Design microstep_phase_seq, sky130hd; sources not shown.
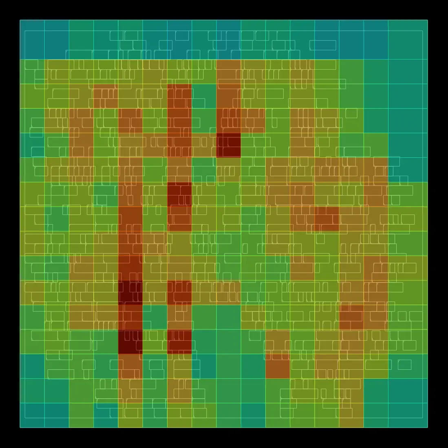
(congestion heat map)
fraction of met3 tracks used by global routing: 3.55%
met2 Resource Use GR: 30.7%

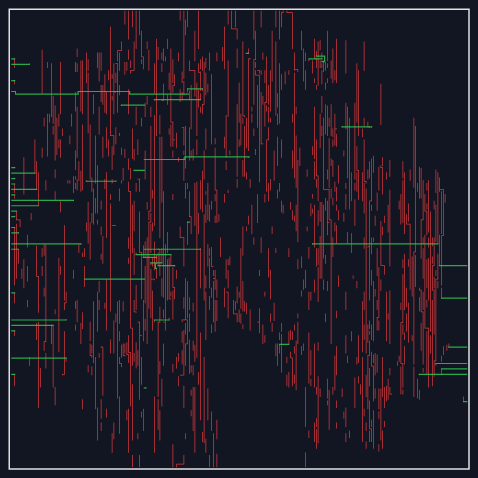
(signal wires by layer)
Drawn at 4 px/um. Two of the layers only.
- red: metal 2 (wire length 5260 um)
- green: metal 3 (wire length 355 um)
total wire length after detailed routing: 11500 um
via count: 4079
Tot GR Track Use: 19.1%
Wirelength per Cell: 14.0 um

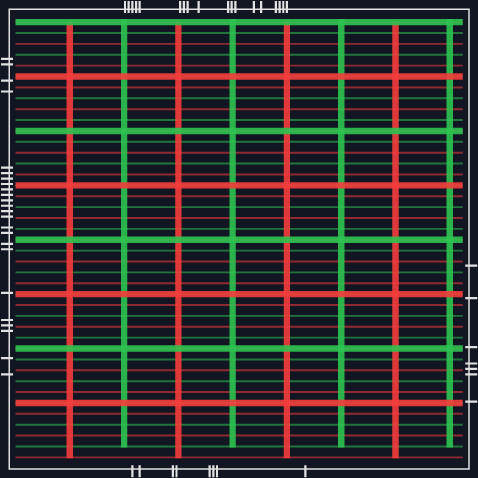
(supply network)
Drawn at 4 px/um. Pins as bars on the die edge.
- red: VSS
- green: VDD
- signal pins: 57
- met1 rails: 41
- met5 straps: 8
- met4 straps: 8
- rows: 40
core footprint: 12200 sq um
Peak VDD IR: 106 uV

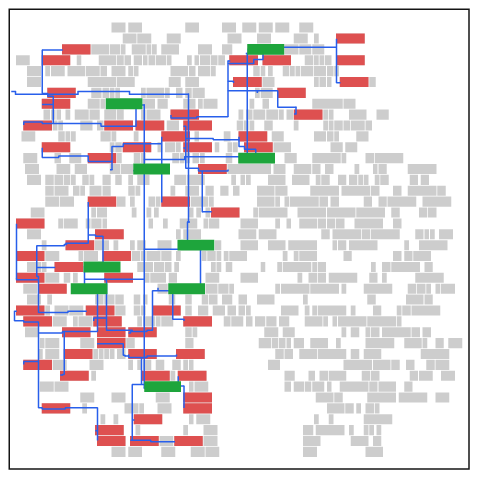
(clock network drawn from the DEF)
Drawn at 4 px/um.
- blue: clock wires (length 884 um)
- green: clock drivers (count 9)
- red: flip-flops (count 62)
- routed clock nets: 10
worst setup skew after layout: 0.00570 ns
share of total power in the clock network: 37.0%
clock latency on the worst-skew pair: 0.33 ns

==> metrics.yaml <==
crit_type: "input port to flip-flop"
final_max_slew_viol_count: 0
layout.area.comb_sq_um: 3550
drive_above_1_share_pct: 3.54
async_s_r_ff_share_synth_pct: 0
nets: 756
drc_errors: 0
finalHoldViolCount: 0
edf_count: 0
drt_iter0_drc: 138
post_dp_hpwl_um: 9150
run_status: "complete, no violations"
synth-seq-area-share_pct: 24.5
via_count_of_the_first_global_routing_pass: 4069
hold_class: "flip-flop to flip-flop"
design.portCount: 57
die_boundary_width_um: 115
area_growth_syn_to_fin_pct: 20.7
clockRootBuffer: "sky130_fd_sc_hd__clkbuf_16"
critPathMaxFanout: 9
[per-layer routing]
metal  track usage (%)  up-vias  routed length (um)
li1                  -     2052                   -
met3              3.55       10                 354
met2              30.7       66                5260
met1              26.1     1951                5730
met5                 0        -                   0
met4              5.54        0                 128
[stage by stage]
step           area, sq um  cells  total power, mW
3_3_place_gp          5840    804            0.598
5_1_grt               6120    818             1.01
3_5_place_dp          5840    804            0.601
4_1_cts               6120    818            0.956
2_1_floorplan         5070    580            0.519
6_report              6120    818            0.947
[where the power goes]
part / total [mW] / switching [mW] / internal, mW
Combinational: 0.279 / 0.160 / 0.119
Sequential: 0.318 / 0.0123 / 0.305
Clock: 0.350 / 0.128 / 0.223
[critical path: stages]
cell                              delay (ns)
sky130_fd_sc_hd__clkdlybuf4s50_1        0.65
sky130_fd_sc_hd__nor2b_1                0.21
sky130_fd_sc_hd__fa_1                   0.48
sky130_fd_sc_hd__fa_1                   0.54
sky130_fd_sc_hd__fa_1                   0.55
sky130_fd_sc_hd__inv_1                  0.05
sky130_fd_sc_hd__fa_1                   0.53
sky130_fd_sc_hd__inv_1                  0.04
sky130_fd_sc_hd__ha_1                   0.35
sky130_fd_sc_hd__a21o_1                 0.19
sky130_fd_sc_hd__a21o_1                 0.18
sky130_fd_sc_hd__nor3_1                 0.24
sky130_fd_sc_hd__a211oi_1               0.17
sky130_fd_sc_hd__or2_2                  0.36
sky130_fd_sc_hd__a311o_2                0.37
[cells in the final DEF (no fill, tap or decap), types with 17 or more instances in the layout]
cell type,instances
sky130_fd_sc_hd__clkdlybuf4s50_1,56
sky130_fd_sc_hd__xnor2_1,17
sky130_fd_sc_hd__nor2b_1,37
sky130_fd_sc_hd__nand2_1,69
sky130_fd_sc_hd__ha_1,44
sky130_fd_sc_hd__dfxtp_1,62
sky130_fd_sc_hd__mux2i_1,24
sky130_fd_sc_hd__and2_1,26
sky130_fd_sc_hd__fa_1,41
sky130_fd_sc_hd__nor2_1,41
sky130_fd_sc_hd__a21oi_1,26
sky130_fd_sc_hd__inv_1,56
[logic make-up after synthesis]
kind of cell	count (synthesis)	synth area share, %
XOR/XNOR	33	5.70
flip-flops	62	24.5
buffers and inverters	73	5.43
AND/OR/NAND/NOR	221	21.9
multiplexers	24	4.74
AND-OR/OR-AND	82	10.7
adder cells (fa/ha/maj)	85	27.1
[layout make-up]
type | instances | share of cell area [%]
tap | 168 | 3.44
sequential | 62 | 20.3
multi-input combinational | 445 | 58.0
buffer | 18 | 1.12
clock buffer | 9 | 3.68
timing repair buffer | 56 | 9.16
clock inverter | 5 | 0.880
inverter | 55 | 3.37
No activity file was given, so power comes from the tool's default toggle rates.
